floorplan.png
(3 px per um) Pins as bars on the die edge.
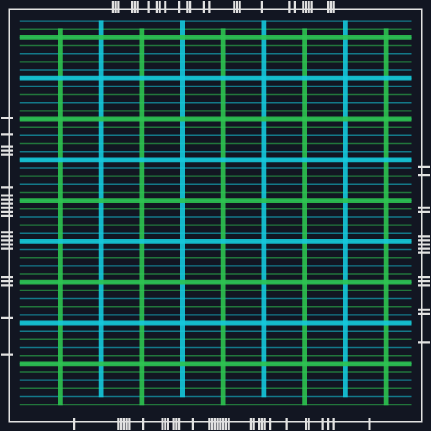
class_map.png
(2 px per um) Fill, decap, tap and diode cells in gray.
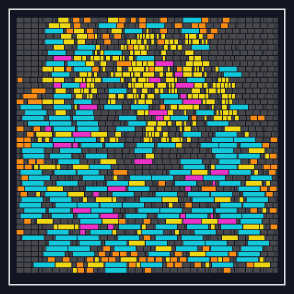
clock_wires.png
(4 px per um)
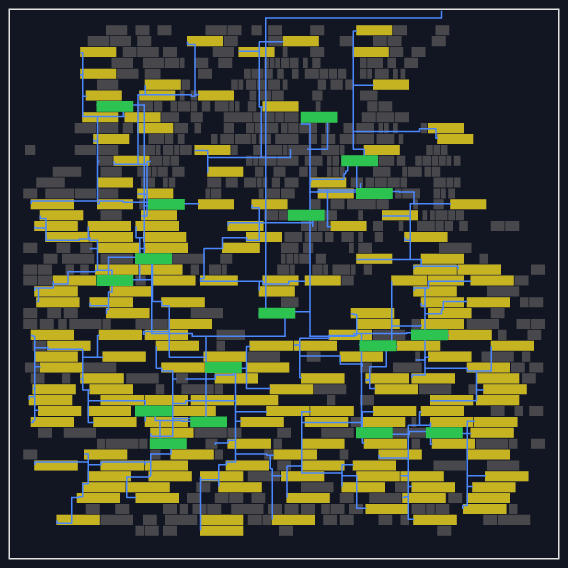
layers.png
(3 px per um) Two of the layers only.
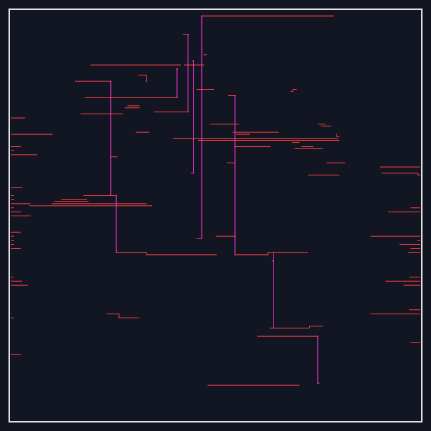
placed.png
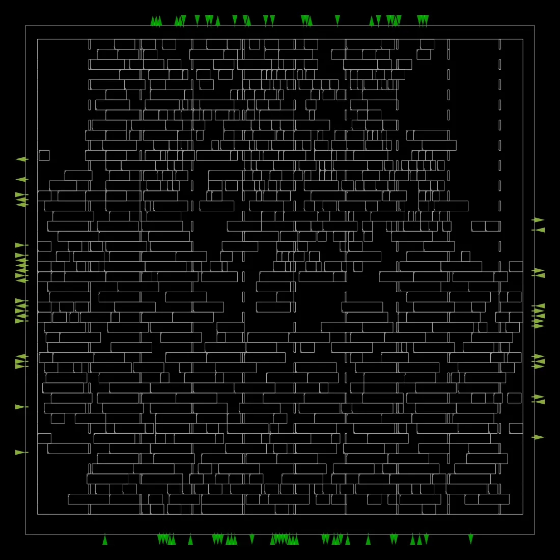
==> src/rtl/mem_fetch_seq.sv <==
// -----------------------------------------------------------------------------
// mem_fetch_seq
// Burst fetch sequencer. Accepts a (base, len) request, issues len reads to a
// synchronous-read memory at consecutive word addresses (wrapping modulo
// 2^ADDR_W), buffers the returned words in a small FIFO and streams them out
// in address order with a ready/valid handshake. The final word is flagged
// with io_out_last and io_done pulses for one cycle once it has been taken.
//
// Ports
//   clock, reset        sole clock (rising edge); asynchronous active-high reset
//   io_req_*            burst request: valid/ready handshake, base address, length
//   io_mem_*            memory read port: strobe, address, data (1-cycle latency)
//   io_out_*            output stream: valid/ready handshake, data, last flag
//   io_busy             burst in progress (ISSUE, DRAIN or DONE)
//   io_done             one-cycle pulse when the burst has completed
// -----------------------------------------------------------------------------
module mem_fetch_seq #(
   parameter int ADDR_W     = 10,
   parameter int DATA_W     = 32,
   parameter int FIFO_DEPTH = 4
) (
   input  logic              clock,
   input  logic              reset,
   input  logic              io_req_valid,
   output logic              io_req_ready,
   input  logic [ADDR_W-1:0] io_req_base,
   input  logic [5:0]        io_req_len,
   output logic              io_mem_rdEna,
   output logic [ADDR_W-1:0] io_mem_rdAddr,
   input  logic [DATA_W-1:0] io_mem_rdData,
   output logic              io_out_valid,
   input  logic              io_out_ready,
   output logic [DATA_W-1:0] io_out_data,
   output logic              io_out_last,
   output logic              io_busy,
   output logic              io_done
);

   localparam int PTR_W = $clog2(FIFO_DEPTH);
   localparam int CNT_W = PTR_W + 1;
   localparam int OCC_W = CNT_W + 1;
   localparam logic [OCC_W-1:0]  OCC_LIMIT = OCC_W'(FIFO_DEPTH);
   localparam logic [ADDR_W-1:0] ADDR_ONE  = ADDR_W'(1'b1);

   typedef enum logic [1:0] {
      S_IDLE  = 2'd0,
      S_ISSUE = 2'd1,
      S_DRAIN = 2'd2,
      S_DONE  = 2'd3
   } state_t;

   state_t              r_state;
   logic [ADDR_W-1:0]   r_addr;        // next address to read
   logic [ADDR_W-1:0]   r_last_addr;   // address of most recent read, shown while idle
   logic [5:0]          r_issue_cnt;
   logic [5:0]          r_deliver_cnt;
   logic                r_inflight;
   logic                r_busy;
   logic                r_done;

   logic [DATA_W-1:0]   r_fifo_mem [FIFO_DEPTH];
   logic [PTR_W-1:0]    r_wr_ptr;
   logic [PTR_W-1:0]    r_rd_ptr;
   logic [CNT_W-1:0]    r_count;

   logic                w_accept;
   logic                w_rd_en;
   logic                w_push;
   logic                w_pop;
   logic                w_valid;
   logic [OCC_W-1:0]    w_occupancy;

   // A read is only issued if its word is guaranteed a FIFO slot: words already
   // buffered plus the one still coming back from memory must leave room. A pop
   // in the same cycle is ignored here, which costs nothing at full rate because
   // occupancy settles at two (one buffered, one in flight).
   assign w_occupancy = {1'b0, r_count} + {{(OCC_W-1){1'b0}}, r_inflight};
   assign w_rd_en     = (r_state == S_ISSUE) && (r_issue_cnt != 6'd0) &&
                        (w_occupancy < OCC_LIMIT);
   assign w_accept    = io_req_valid && io_req_ready;
   assign w_push      = r_inflight;
   assign w_valid     = (r_count != {CNT_W{1'b0}});
   assign w_pop       = w_valid && io_out_ready;

   // Gated by reset so the request port reads not-ready throughout reset and
   // ready immediately once it is released.
   assign io_req_ready  = (r_state == S_IDLE) && !reset;
   assign io_mem_rdEna  = w_rd_en;
   assign io_mem_rdAddr = w_rd_en ? r_addr : r_last_addr;
   assign io_out_valid  = w_valid;
   assign io_out_data   = w_valid ? r_fifo_mem[r_rd_ptr] : {DATA_W{1'b0}};
   assign io_out_last   = w_valid && (r_deliver_cnt == 6'd1);
   assign io_busy       = r_busy;
   assign io_done       = r_done;

   // Burst control FSM with its counters and the registered busy/done flags.
   always_ff @(posedge clock or posedge reset) begin
      if (reset) begin
         r_state       <= S_IDLE;
         r_addr        <= {ADDR_W{1'b0}};
         r_last_addr   <= {ADDR_W{1'b0}};
         r_issue_cnt   <= 6'd0;
         r_deliver_cnt <= 6'd0;
         r_inflight    <= 1'b0;
         r_busy        <= 1'b0;
         r_done        <= 1'b0;
      end else begin
         // Data for a read issued this cycle arrives next cycle.
         r_inflight <= w_rd_en;
         case (r_state)
            S_IDLE: begin
               if (w_accept) begin
                  r_addr        <= io_req_base;
                  r_issue_cnt   <= io_req_len;
                  r_deliver_cnt <= io_req_len;
                  r_busy        <= 1'b1;
                  if (io_req_len == 6'd0) begin
                     r_state <= S_DONE;
                     r_done  <= 1'b1;
                  end else begin
                     r_state <= S_ISSUE;
                     r_done  <= 1'b0;
                  end
               end
            end
            S_ISSUE: begin
               if (w_rd_en) begin
                  r_addr      <= r_addr + ADDR_ONE;
                  r_last_addr <= r_addr;
                  r_issue_cnt <= r_issue_cnt - 6'd1;
                  if (r_issue_cnt == 6'd1) begin
                     r_state <= S_DRAIN;
                  end
               end
               if (w_pop) begin
                  r_deliver_cnt <= r_deliver_cnt - 6'd1;
               end
            end
            S_DRAIN: begin
               if (w_pop) begin
                  r_deliver_cnt <= r_deliver_cnt - 6'd1;
                  if (r_deliver_cnt == 6'd1) begin
                     r_state <= S_DONE;
                     r_done  <= 1'b1;
                  end
               end
            end
            S_DONE: begin
               r_state <= S_IDLE;
               r_done  <= 1'b0;
               r_busy  <= 1'b0;
            end
            default: begin
               r_state <= S_IDLE;
               r_done  <= 1'b0;
               r_busy  <= 1'b0;
            end
         endcase
      end
   end

   // FIFO pointers and occupancy; push and pop together leave occupancy unchanged.
   always_ff @(posedge clock or posedge reset) begin
      if (reset) begin
         r_wr_ptr <= {PTR_W{1'b0}};
         r_rd_ptr <= {PTR_W{1'b0}};
         r_count  <= {CNT_W{1'b0}};
      end else begin
         if (w_push) begin
            r_wr_ptr <= r_wr_ptr + PTR_W'(1'b1);
         end
         if (w_pop) begin
            r_rd_ptr <= r_rd_ptr + PTR_W'(1'b1);
         end
         case ({w_push, w_pop})
            2'b10:   r_count <= r_count + CNT_W'(1'b1);
            2'b01:   r_count <= r_count - CNT_W'(1'b1);
            default: r_count <= r_count;
         endcase
      end
   end

   // FIFO storage; contents are don't-care until pushed, so no reset is needed.
   always_ff @(posedge clock) begin
      if (w_push) begin
         r_fifo_mem[r_wr_ptr] <= io_mem_rdData;
      end
   end

endmodule
==> config.mk <==
export PLATFORM = sky130hd
export DESIGN_NAME = mem_fetch_seq
export DESIGN_NICKNAME = d
export VERILOG_FILES = /design/src/rtl/mem_fetch_seq.sv
export SDC_FILE = /design/constraint.sdc
export NUM_CORES = 1
export LEC_CHECK = 0
export CORE_MARGIN = 3
export CORE_UTILIZATION = 45
export CTS_CLUSTER_DIAMETER = 30
export CTS_CLUSTER_SIZE = 24
export DETAILED_ROUTE_END_ITERATION = 16
export GPL_ROUTABILITY_DRIVEN = 1
export PLACE_DENSITY = 0.67
export SYNTH_ARGS = -nofsm -noshare
export SYNTH_HDL_FRONTEND = slang
export SYNTH_SLANG_ARGS = --single-unit
==> constraint.sdc <==
create_clock -name clock -period 4 [get_ports clock]
set_clock_uncertainty 0.2 [all_clocks]
set_input_delay 0.8 -clock clock [delete_from_list [all_inputs] [get_ports clock]]
set_output_delay 0.8 -clock clock [all_outputs]
set_load 0.03 [all_outputs]
==> Changelog: implementation <==
### Implementation results

- Tmin final: 3830 ps
- Met2 global-route usage: 28.1%
- Pin count of the biggest net entering global routing: 34
- CP arrival: 2830 ps
- Unrepaired setup endpoints after global routing: false
- Total of endpoints with negative setup slack in the final report: 0
- CP Capture Type: output port
- Sink Count: 172
- Clock-pin slew on the worst setup and hold paths: 70 ps
- M3 GR Usage: 4.49%
- Fillers: 1331
- Async S/R FF share, synth: 25.6%
- Num ports: 100
- Synth Instances: 487
- Most common library cell in the layout ignoring fill and taps: sky130_fd_sc_hd__edfxtp_1
- Power density cells: 850 nW/um^2
- Capturing element of the worst setup path: io_mem_rdAddr[9]
- Count of cells along the worst register-to-register path: 6
- Half-perimeter wire length of the detailed placement result: 10.0 mm
- Final worst-path cycle share: 95.9%
- Maximum level of the CTS H-tree: 4
- Via count of the first global-routing pass: 4705
- Family with the most delay on the worst path: buffers and inverters
- Sequence of cells on the critical path: or4_4, o21ai_4, nor2_4, buf_12, mux2_4, clkdlybuf4s50_1
- Synth Flop Type: sky130_fd_sc_hd__edfxtp_1
- Comb pwr share: 47.0%
- Number of antenna violations at the first check in global routing: 0
- Standard cell with the maximum stage delay on the critical path: sky130_fd_sc_hd__clkdlybuf4s50_1
- Post-Syn Area: 7720 um^2
- Minimum hold slack: 307 ps
- Reported max-cap violation count: 0
- Area Growth Syn to Fin: 24.1%
- First-pass iteration count of the detailed router: 5
- Nets@finish: 662
- Worst path depth: 6
- Wire length of the first global-routing pass: 25.2 mm
- Buffer depth of the longest clock path: 2
- Count of cell types in the netlist: 61
- Status: completed
- Reg2Reg Setup Slack: 1150 ps
- Number of routed nets with antenna violations: 0
- Largest type area fraction: 49.8%
- Lkg Pwr: 3.41 nW
- Count of tool warnings: 36
- CTS root buffer: sky130_fd_sc_hd__clkbuf_16
- Vertical die dimension: 137 um
- Hold crit path type: reg2reg
- Number of buffers added to fix hold violations after cts: 0
- Yosys stat area: 7720 um^2
- Endpoint of the worst-slack reg-to-reg timing path: r_issue_cnt[4]
- Overall global routing resource usage: 17.8%
- Type of the setup path with the least slack: reg2out
- Cell count of the worst hold path: 1
- Internal Power: 5.01 mW
- Number of enable-type register cells in the synthesized netlist: 128
- Delay of the slowest critical-path stage: 600 ps
- Hold-critical path endpoint: io_done
- Critical path buffer and inverter count: 2
- FP Core Util: 46.2%
- Aggregate negative setup slack: 0 ps
- Most used routing layer: met2
- Avg Cell Area, Syn: 15.9 um^2
- Switching share of power: 38.5%
- Residual DRC count: 0
- Synth Seq Share: 64.1%
- Routed wirelength normalized by instance count: 19.2 um
- Count of yosys warnings during synthesis: 0
- Total global routing overflow: 0
- Number of nets at floorplan: 556
- Hold Crit Start: io_done
- Cells taking the most area after synthesis: sky130_fd_sc_hd__edfxtp_1, sky130_fd_sc_hd__dfrtp_1, sky130_fd_sc_hd__mux4_2
- Sequential Power Share: 34.0%
- Crit path launch: r_issue_cnt[4]
- FMAX: 0.261 GHz
- Most frequent cells in the layout: sky130_fd_sc_hd__edfxtp_1, sky130_fd_sc_hd__clkdlybuf4s50_1, sky130_fd_sc_hd__dfrtp_1, sky130_fd_sc_hd__and2_1, sky130_fd_sc_hd__mux4_2
- Pin slew with the least headroom to its limit: 948 ps
- Number of buffers created by CTS: 17
- Reported net switching power: 3.14 mW
- Count of pins over their slew limit: 0
- Critical Path Start Type: register
- Max IR drop VDD: 0.000494 V
- Final weighted congestion in routability-driven placement: 0.827
- Layout cells sized above 1: 19.1%
- Worst Path Required: 3000 ps
- Largest fanout of any net on the critical path: 9
- Met1 Track Usage GR: 23.9%
- Flops after synth: 172
- Port buffer count: 99
- CTS tree: done
- Beginning of the worst register-to-register path: r_state[1]
About floorplan.png:
VDD: marked cyan. VSS: marked green.
9 straps on met4. The core has 47 rows. 9 straps on met5. 48 met1 rails follow the rows.

About class_map.png:
clock drivers and dummy loads: marked magenta, cells 32, share of their area 6.0%. remaining logic cells: marked yellow, cells 294, share of their area 29%. remaining buffers and delay cells: marked orange, cells 108, share of their area 12%. sequential cells: marked cyan, cells 172, share of their area 53%.
sequential share of cell area: 51.6%
post-layout instance area: 9580 um^2
number of placement rows: 47

About clock_wires.png:
flip-flops: marked yellow, count 172. clock-net drivers: marked green, count 17. clock wires: marked blue, length 1920 um.
Position of the flops: spread over the die. There are 18 routed clock nets.
relative contribution of the clock network to total power: 19.0%
insertion delay to the later sink of the worst-skew pair: 420 ps

About layers.png:
M3: marked red, wire length 799 um. M4: marked magenta, wire length 298 um.

About placed.png:
end-of-flow core utilization: 57.4%
core box area: 16700 um^2

[stage by stage]
| step | utilization [%] | setup slack, ps | power [mW] | instances | area, um^2 |
|---|---|---|---|---|---|
| after floorplan | - | 1230 | 5.29 | 487 | 7720 |
| after global placement | 53.8 | 486 | 6.53 | 791 | 8990 |
| after detailed placement | 53.8 | 386 | 6.60 | 791 | 8990 |
| after CTS | 57.2 | 132 | 8.19 | 824 | 9560 |
| after global routing | 57.4 | 90.4 | 8.60 | 826 | 9580 |
| final | 57.4 | 165 | 8.14 | 826 | 9580 |
[registers in the layout, summed over array words and instances, names as in the netlist]
register / count
r_deliver_cnt: 6
r_wr_ptr: 2
r_issue_cnt: 6
r_rd_ptr: 2
r_state: 2
r_inflight: 1
io_done: 1
r_last_addr: 10
r_count: 3
r_addr: 10
r_fifo_mem: 128
io_busy: 1
[logic make-up (layout without fill, tap and decap cells)]
logic type / count (synthesis) / count (layout) / synth area share [%]
AOI/OAI and AO/OA: 67 / 67 / 6.52
xor gates and xnor gates: 6 / 6 / 0.681
adders and majority gates: 17 / 17 / 2.85
buffers and inverters: 46 / 164 / 2.51
DFF: 172 / 172 / 64.1
muxes: 66 / 66 / 15.0
and+or+nand+nor: 113 / 114 / 8.38
[area by class of cell]
cell class / instances / area, um^2 / share of cell area [%]
clock buffers: 17 / 425 / 4.44
clock inverters: 15 / 133 / 1.38
inverters: 24 / 90.1 / 0.940
multi-input cells: 270 / 2590 / 27.0
flip-flops and latches: 172 / 4950 / 51.6
well taps: 220 / 275 / 2.87
repair buffers: 108 / 1120 / 11.7
[timing repair]
item                                    CTS  global route
pin swaps                                 1             1
gates resized                             0             0
endpoints found under the setup margin    6             6
buffers inserted                          0             2
gates cloned                              1             0
[routing by layer]
layer | share of wire, % | vias up
met5 | 0 | -
met4 | 1.9 | 0
met3 | 5.0 | 23
met2 | 50 | 126
met1 | 43 | 2302
li1 | - | 2100
[synthesized netlist by cell type, types with 4 or more instances]
library cell               number
sky130_fd_sc_hd__inv_1         23
sky130_fd_sc_hd__dfrtp_1       44
sky130_fd_sc_hd__mux2_4        18
sky130_fd_sc_hd__and2_1        40
sky130_fd_sc_hd__a31oi_1        4
sky130_fd_sc_hd__nand4_1        7
sky130_fd_sc_hd__mux2i_1       10
sky130_fd_sc_hd__nand3_1        8
sky130_fd_sc_hd__buf_2          5
sky130_fd_sc_hd__nor2b_1        4
sky130_fd_sc_hd__clkbuf_1      15
sky130_fd_sc_hd__ha_1          16
sky130_fd_sc_hd__edfxtp_1     128
sky130_fd_sc_hd__nand2_1       14
sky130_fd_sc_hd__mux4_2        32
sky130_fd_sc_hd__xor2_1         4
sky130_fd_sc_hd__mux2_2         5
sky130_fd_sc_hd__a21oi_1       11
sky130_fd_sc_hd__o21ai_0       14
sky130_fd_sc_hd__nor2_1        14
sky130_fd_sc_hd__nand2b_1       6
sky130_fd_sc_hd__nor3_1         5
[power by group through the flow]
stage               sequential [mW]  clock (mW)  combinational (mW)
floorplan                      2.60           0                2.69
global placement               2.77           0                3.76
detailed placement             2.81           0                3.80
CTS                            2.77        1.58                3.84
global route                   2.83        1.67                4.11
finish                         2.77        1.55                3.83
Power is estimated from default activity; no workload was simulated.
